==> src/rtl/uart_tx_fifo.sv <==
// UART 8N1 transmitter fed by a small FIFO.
// tx_o and busy_o come straight from flops.
module uart_tx_fifo #(
    parameter int CLK_PER_BIT = 10416,
    parameter int FIFO_DEPTH  = 8
) (
    input  logic                          clk_i,
    input  logic                          nreset_i,
    input  logic [7:0]                    data_i,
    input  logic                          valid_i,
    output logic                          ready_o,
    output logic                          tx_o,
    output logic                          busy_o,
    output logic [$clog2(FIFO_DEPTH):0]   level_o
);

    localparam int AW = $clog2(FIFO_DEPTH);
    localparam int LW = AW + 1;
    localparam int BW = $clog2(CLK_PER_BIT);
    localparam logic [LW-1:0] FULL     = LW'(FIFO_DEPTH);
    localparam logic [BW-1:0] BAUD_MAX = BW'(CLK_PER_BIT - 1);

    typedef enum logic [1:0] {
        IDLE,
        START,
        DATA,
        STOP
    } state_e;

    state_e          state_q, state_d;
    logic [7:0]      mem_q [FIFO_DEPTH];
    logic [AW-1:0]   wr_ptr_q, wr_ptr_d;
    logic [AW-1:0]   rd_ptr_q, rd_ptr_d;
    logic [LW-1:0]   level_q, level_d;
    logic [7:0]      shift_q, shift_d;
    logic [2:0]      bit_q, bit_d;
    logic [BW-1:0]   baud_q, baud_d;
    logic            tx_q, tx_d;
    logic            busy_q, busy_d;
    logic            push, pop;
    logic            baud_end, have_data;

    assign ready_o   = (level_q < FULL);
    assign push      = valid_i && ready_o;
    assign baud_end  = (baud_q == BAUD_MAX);
    assign have_data = (level_q != '0);

    assign tx_o    = tx_q;
    assign busy_o  = busy_q;
    assign level_o = level_q;

    // Serialiser next state: a pop loads the shifter and starts a frame.
    always_comb begin
        state_d = state_q;
        shift_d = shift_q;
        bit_d   = bit_q;
        baud_d  = baud_q;
        tx_d    = tx_q;
        busy_d  = busy_q;
        pop     = 1'b0;
        unique case (state_q)
            IDLE: begin
                baud_d = '0;
                bit_d  = '0;
                if (have_data) begin
                    pop     = 1'b1;
                    shift_d = mem_q[rd_ptr_q];
                    state_d = START;
                    tx_d    = 1'b0;
                    busy_d  = 1'b1;
                end
            end
            START: begin
                if (baud_end) begin
                    baud_d  = '0;
                    state_d = DATA;
                    tx_d    = shift_q[0];
                    shift_d = {1'b0, shift_q[7:1]};
                end else begin
                    baud_d = baud_q + 1'b1;
                end
            end
            DATA: begin
                if (baud_end) begin
                    baud_d = '0;
                    if (bit_q == 3'd7) begin
                        bit_d   = '0;
                        state_d = STOP;
                        tx_d    = 1'b1;
                    end else begin
                        bit_d   = bit_q + 3'd1;
                        tx_d    = shift_q[0];
                        shift_d = {1'b0, shift_q[7:1]};
                    end
                end else begin
                    baud_d = baud_q + 1'b1;
                end
            end
            STOP: begin
                if (baud_end) begin
                    baud_d = '0;
                    if (have_data) begin
                        pop     = 1'b1;
                        shift_d = mem_q[rd_ptr_q];
                        state_d = START;
                        tx_d    = 1'b0;
                    end else begin
                        state_d = IDLE;
                        tx_d    = 1'b1;
                        busy_d  = 1'b0;
                    end
                end else begin
                    baud_d = baud_q + 1'b1;
                end
            end
            default: begin
                state_d = IDLE;
                tx_d    = 1'b1;
                busy_d  = 1'b0;
            end
        endcase
    end

    // FIFO pointer and occupancy update; pointers wrap at FIFO_DEPTH.
    always_comb begin
        wr_ptr_d = wr_ptr_q;
        rd_ptr_d = rd_ptr_q;
        level_d  = level_q;
        if (push) wr_ptr_d = wr_ptr_q + 1'b1;
        if (pop)  rd_ptr_d = rd_ptr_q + 1'b1;
        case ({push, pop})
            2'b10:   level_d = level_q + 1'b1;
            2'b01:   level_d = level_q - 1'b1;
            default: level_d = level_q;
        endcase
    end

    // Storage array; contents need no reset since level gates reads.
    always_ff @(posedge clk_i) begin
        if (push) mem_q[wr_ptr_q] <= data_i;
    end

    // State registers; reset forces the line idle and empties the FIFO.
    always_ff @(posedge clk_i or negedge nreset_i) begin
        if (!nreset_i) begin
            state_q  <= IDLE;
            wr_ptr_q <= '0;
            rd_ptr_q <= '0;
            level_q  <= '0;
            shift_q  <= '0;
            bit_q    <= '0;
            baud_q   <= '0;
            tx_q     <= 1'b1;
            busy_q   <= 1'b0;
        end else begin
            state_q  <= state_d;
            wr_ptr_q <= wr_ptr_d;
            rd_ptr_q <= rd_ptr_d;
            level_q  <= level_d;
            shift_q  <= shift_d;
            bit_q    <= bit_d;
            baud_q   <= baud_d;
            tx_q     <= tx_d;
            busy_q   <= busy_d;
        end
    end

endmodule

==> config.mk <==
export PLATFORM = sky130hd
export DESIGN_NAME = uart_tx_fifo
export DESIGN_NICKNAME = d
export VERILOG_FILES = /design/src/rtl/uart_tx_fifo.sv
export SDC_FILE = /design/constraint.sdc
export NUM_CORES = 1
export LEC_CHECK = 0
export ABC_AREA = 1
export CORE_MARGIN = 4
export CORE_UTILIZATION = 41
export CTS_CLUSTER_SIZE = 14
export DETAILED_ROUTE_END_ITERATION = 6
export PLACE_DENSITY = 0.54
export SLEW_MARGIN = 20
export SYNTH_ARGS = -nofsm -noshare
export SYNTH_HDL_FRONTEND = slang
export SYNTH_SLANG_ARGS = --single-unit
==> constraint.sdc <==
create_clock -name clk_i -period 5.35 [get_ports clk_i]
set_clock_uncertainty 0.15 [all_clocks]
set_input_delay 1.07 -clock clk_i [delete_from_list [all_inputs] [get_ports clk_i]]
set_output_delay 1.07 -clock clk_i [all_outputs]
set_load 0.02 [all_outputs]
==> changes_impl.md, run 1 <==
## Implementation

- Run status: complete, no violations
- Global placement routability congestion: about 0.85
- TritonCTS clock tree: yes
- FP Core Util: 42.30%
- Most frequent cells after synthesis: sky130_fd_sc_hd__nand2_1 (173), sky130_fd_sc_hd__edfxtp_1 (64), sky130_fd_sc_hd__nand3_1 (62)
- Number of setup violations in the final report: 0
- Fraction of final layout cells with drive strength greater than 1: under 10%
- Nature of the critical path startpoint: register
- Overall Power: 2.866 mW
- MaxCap Viol Count: 0
- Inserted Clock Buffers: 9
- R2R cell count: 13
- Number of distinct library cells after synthesis: 32
- Cell Area, Synth: roughly 0.0049 mm2
- Leak pwr: 2.358 nW
- Dominant kind of cell: flip-flops and latches
- Fraction of area in clock buffers and inverters: 5.281%
- Setup crit end kind: register
- Number of warning messages in the yosys log: 0
- Net Switching: 1.165 mW
- Share of synthesized cell area in full adder, half adder and majority cells: 3.734%
- Yosys stat cell total: 518
- Clock transition at path regs: 0.07 ns
- RSZ-0062 raised after global routing: false
- Fraction of area in registers: 53.20%
- Most Crowded Layer GR: met2
- Worst-case vdd ir drop: ~0.19 mV
- Tool warning count: 30
- DRC violation count after routing: 0
- Clock Path Buffers: 2
- Hold Worst Slack: 0.3189 ns
- Inserted tap cell count: 143
- Post-synth area hogs: sky130_fd_sc_hd__edfxtp_1 (39%), sky130_fd_sc_hd__dfrtp_1 (19%), sky130_fd_sc_hd__nand2_1 (13%), sky130_fd_sc_hd__nand3_1 (6.3%), sky130_fd_sc_hd__inv_1 (3.5%)
- Post-synth area from yosys stat: 0.004892 mm2
-- run 1: worst max-delay path, cell delays in order (launching register included) --
cell and delay (ns):
sky130_fd_sc_hd__dfrtp_1 0.42, sky130_fd_sc_hd__inv_1 0.12, sky130_fd_sc_hd__ha_1 0.48, sky130_fd_sc_hd__inv_1 0.25
sky130_fd_sc_hd__nand2_2 0.16, sky130_fd_sc_hd__inv_1 0.05, sky130_fd_sc_hd__ha_1 0.24, sky130_fd_sc_hd__ha_1 0.34
sky130_fd_sc_hd__a21oi_1 0.14, sky130_fd_sc_hd__nand2_1 0.09, sky130_fd_sc_hd__a21oi_1 0.16, sky130_fd_sc_hd__o21ai_0 0.10
sky130_fd_sc_hd__nand2_1 0.06, sky130_fd_sc_hd__nand2_1 0.05
-- run 1: worst paths after layout --
kind | from | endpoint | slack (ns)
worst max-delay path | state_q[0]$_DFFE_PN0P_ | level_o[3]$_DFFE_PN0P_ | 2.42
worst min-delay path | baud_q[0]$_DFF_PN0_ | baud_q[0]$_DFF_PN0_ | 0.32
worst max register to register | state_q[0]$_DFFE_PN0P_ | level_o[3]$_DFFE_PN0P_ | 2.42
worst min register to register | baud_q[0]$_DFF_PN0_ | baud_q[0]$_DFF_PN0_ | 0.32
max in group asynchronous | nreset_i | baud_q[3]$_DFF_PN0_ | 3.79
min in group asynchronous | nreset_i | baud_q[11]$_DFF_PN0_ | 0.69
-- run 1: cells by family (layout without fill, tap and decap cells) --
| logic type | count (synthesis) | count (layout) |
|---|---|---|
| AND/OR/NAND/NOR | 305 | 305 |
| adder cells (fa/ha/maj) | 14 | 14 |
| XOR/XNOR | 8 | 8 |
| flip-flops | 103 | 103 |
| buffers and inverters | 64 | 83 |
| AND-OR/OR-AND | 24 | 24 |
### Clock wires, drivers and flops, run 1

The bar under the picture is 20 um long.
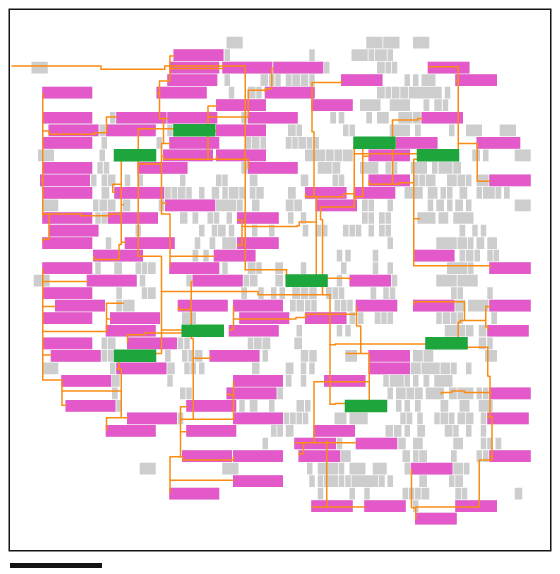
- clock wires: orange (length 1320 um)
- clock drivers: green (count 9)
- flip-flops: magenta (count 103)
- flops lie: all over the die
power consumed by the clock network: 0.637 mW
clock network power share: 22.2%
insertion delay of the later-clocked pin in the worst-skew pair: 0.35 ns

### Wiring by layer, run 1

The bar under the picture is 20 um long.
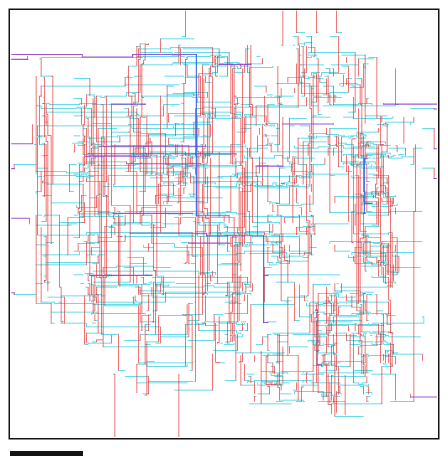
- metal 1: cyan (wire length 4620 um)
- metal 2: red (wire length 5020 um)
- metal 3: purple (wire length 341 um)
- metal 4: blue (wire length 97.9 um)
total global-route track usage: 16.48%
via count: 3378
routed wire length: 10.07 mm
routed length per placed instance: 14.81 um

### Sequential cells grouped by signal name, run 1

Other sequential cells in the stronger gray, the rest of the logic in the fainter gray.
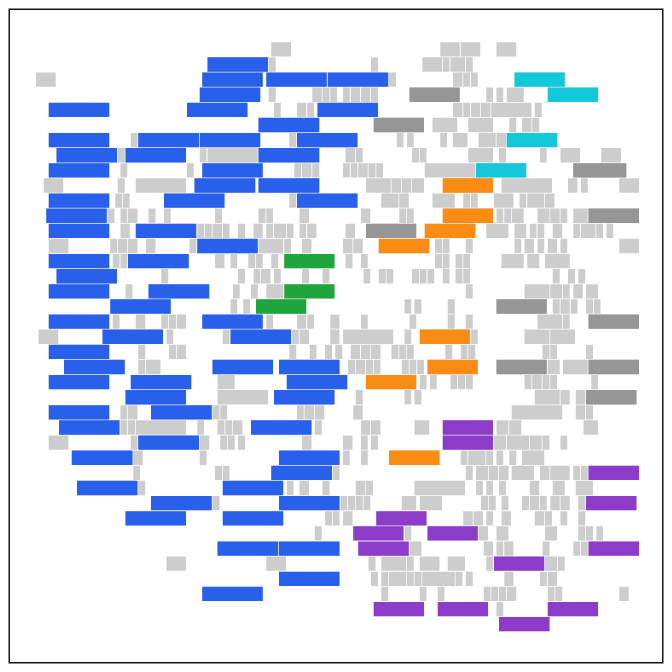
- wr_ptr_q: green (flops 3)
- baud_q: purple (flops 14)
- shift_q: orange (flops 8)
- level_o: cyan (flops 4; where upper right)
- mem_q: blue (flops 64)
power dissipated in sequential cells: 1.11 mW
final core utilization: 47.12%

## Run 2: what changed since run 1
==> constraint.sdc (replaced) <==
create_clock -name clk_i -period 2.74 [get_ports clk_i]
set_clock_uncertainty 0.15 [all_clocks]
set_input_delay 0.548 -clock clk_i [delete_from_list [all_inputs] [get_ports clk_i]]
set_output_delay 0.548 -clock clk_i [all_outputs]
set_load 0.02 [all_outputs]
==> run 2 against run 1 <==
Against the previous run:
- worst setup slack got worse by 2.2 ns
- critical path depth increased by 4
- clock power rose by 110%
- highest routed layer unchanged
==> changes_impl.md, run 2 <==
## Implementation

- Run status: complete, no violations
- Slack of the worst reg-to-reg path: 0.18 ns (-2.24 ns)
- Final core utilization: 48.88% (+1.8 points)
- Crit path from: baud_q[0]$_DFF_PN0_
- Inserted Clock Buffers: 9 (unchanged)
- Overall Power: 5.883 mW (+110%)
- Cell Area, Synth: 0.004892 mm2 (unchanged)
- Clock transition at path regs: 0.07 ns (about the same)
- MaxCap Viol Count: 0 (unchanged)
- Hold Worst Slack: 0.1743 ns (-0.1446 ns)
- Post-synth area hogs: sky130_fd_sc_hd__edfxtp_1 (39%), sky130_fd_sc_hd__dfrtp_1 (19%), sky130_fd_sc_hd__nand2_1 (13%), sky130_fd_sc_hd__nand3_1 (6.3%), sky130_fd_sc_hd__inv_1 (3.5%)
- Bufs and invs on worst path: 1 (-2)
- Insertion delay of the later-clocked pin in the worst-skew pair: 0.35 ns (about the same)
- Number of warning messages in the yosys log: 0 (unchanged)
- Critical Path Most Common Cell: sky130_fd_sc_hd__nand2_2
- Clock Path Buffers: 2 (unchanged)
- Critical R2R Launch: baud_q[0]$_DFF_PN0_
- Critical path's largest stage delay: 0.40 ns (-0.08 ns)
- TritonCTS clock tree: yes
- FP Core Util: 42.30% (unchanged)
- Most frequent cells after synthesis: sky130_fd_sc_hd__nand2_1 (173), sky130_fd_sc_hd__edfxtp_1 (64), sky130_fd_sc_hd__nand3_1 (62)
- Post-synth area from yosys stat: 0.004892 mm2 (unchanged)
- Nature of the critical path startpoint: register
run 2: cell counts after synthesis:
No cell type changed its count.
run 2: worst register-to-register path: cells and delay by family (launching register included):
family	cells	cell delay, ns
simple gates	10	0.86
compound gates	3	0.37
buf+inv	1	0.09
flops	1	0.40
fa+ha+maj	3	0.57
run 2: report_power, final:
| group | switching (mW) | internal [mW] |
|---|---|---|
| clock network | 0.604 | 0.730 |
| logic | 1.57 | 0.860 |
| registers | 0.164 | 1.96 |
| total | 2.34 | 3.55 |
run 2: cell type report:
type,count,share of cell area (%)
Clock buffer,9,3.984
Inverter,49,3.254
Timing Repair Buffer,38,5.711
Multi-Input combinational cell,351,31.12
Sequential cell,103,51.28
Clock inverter,7,1.483
Tap cell,143,3.165
run 2: timing repair:
action                     CTS  global route
setup endpoints to repair    1             1
pin swaps                    0             1
gates resized                1             5
hold buffers                 0             0
setup buffers                0             5
run 2: cells by family (layout without fill, tap and decap cells):
kind of cell	count (synthesis)	count (layout)	synth area share, %
AND/OR/NAND/NOR	305	305	27.44
flip-flops	103	103	59.26
buffers and inverters	64	103	5.447
AND-OR/OR-AND	24	24	2.685
adder cells (fa/ha/maj)	14	14	3.734
XOR/XNOR	8	8	1.432
run 2: worst max-delay path by stage:
stage                              to  slack (ns)  depth (start not counted)
2_1_floorplan  level_o[3]$_DFFE_PN0P_        0.12                         15
3_3_place_gp   level_o[3]$_DFFE_PN0P_        0.12                         17
3_5_place_dp   level_o[3]$_DFFE_PN0P_      -0.003                         17
4_1_cts        level_o[3]$_DFFE_PN0P_        0.03                         17
5_1_grt        level_o[3]$_DFFE_PN0P_       -0.01                         17
6_report       level_o[3]$_DFFE_PN0P_        0.18                         17
run 2: layer usage:
metal  track usage [%]  wire, um
met5                 0         0
met4             3.976       109
met3             4.062       350
met2             26.96      4948
met1             20.54      4574
### Routing congestion map, run 2

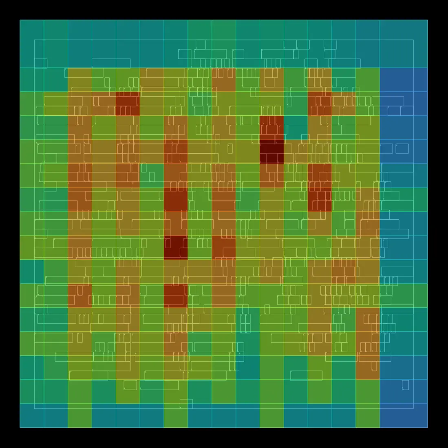
routed length per placed instance: 14.26 um
routing usage on met3: 4.062%
total global-route track usage: 15.95%
GR Layer Usage met2: 26.96%

### Met4 routing, run 2

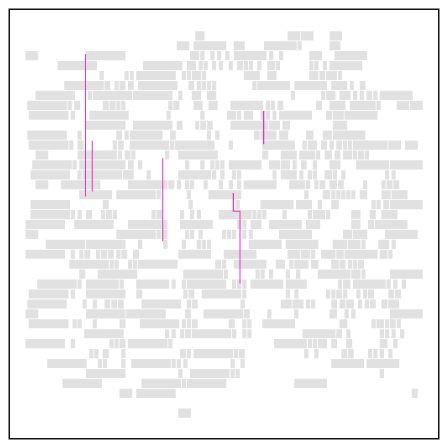
- longest straight run: 38.8 um
- nets with wire on the layer: 3
- wire length on this layer: 110 um
- main direction: vertical
via count: 3420
routed wire length: 9.983 mm

No activity file was given, so power comes from the tool's default toggle rates.
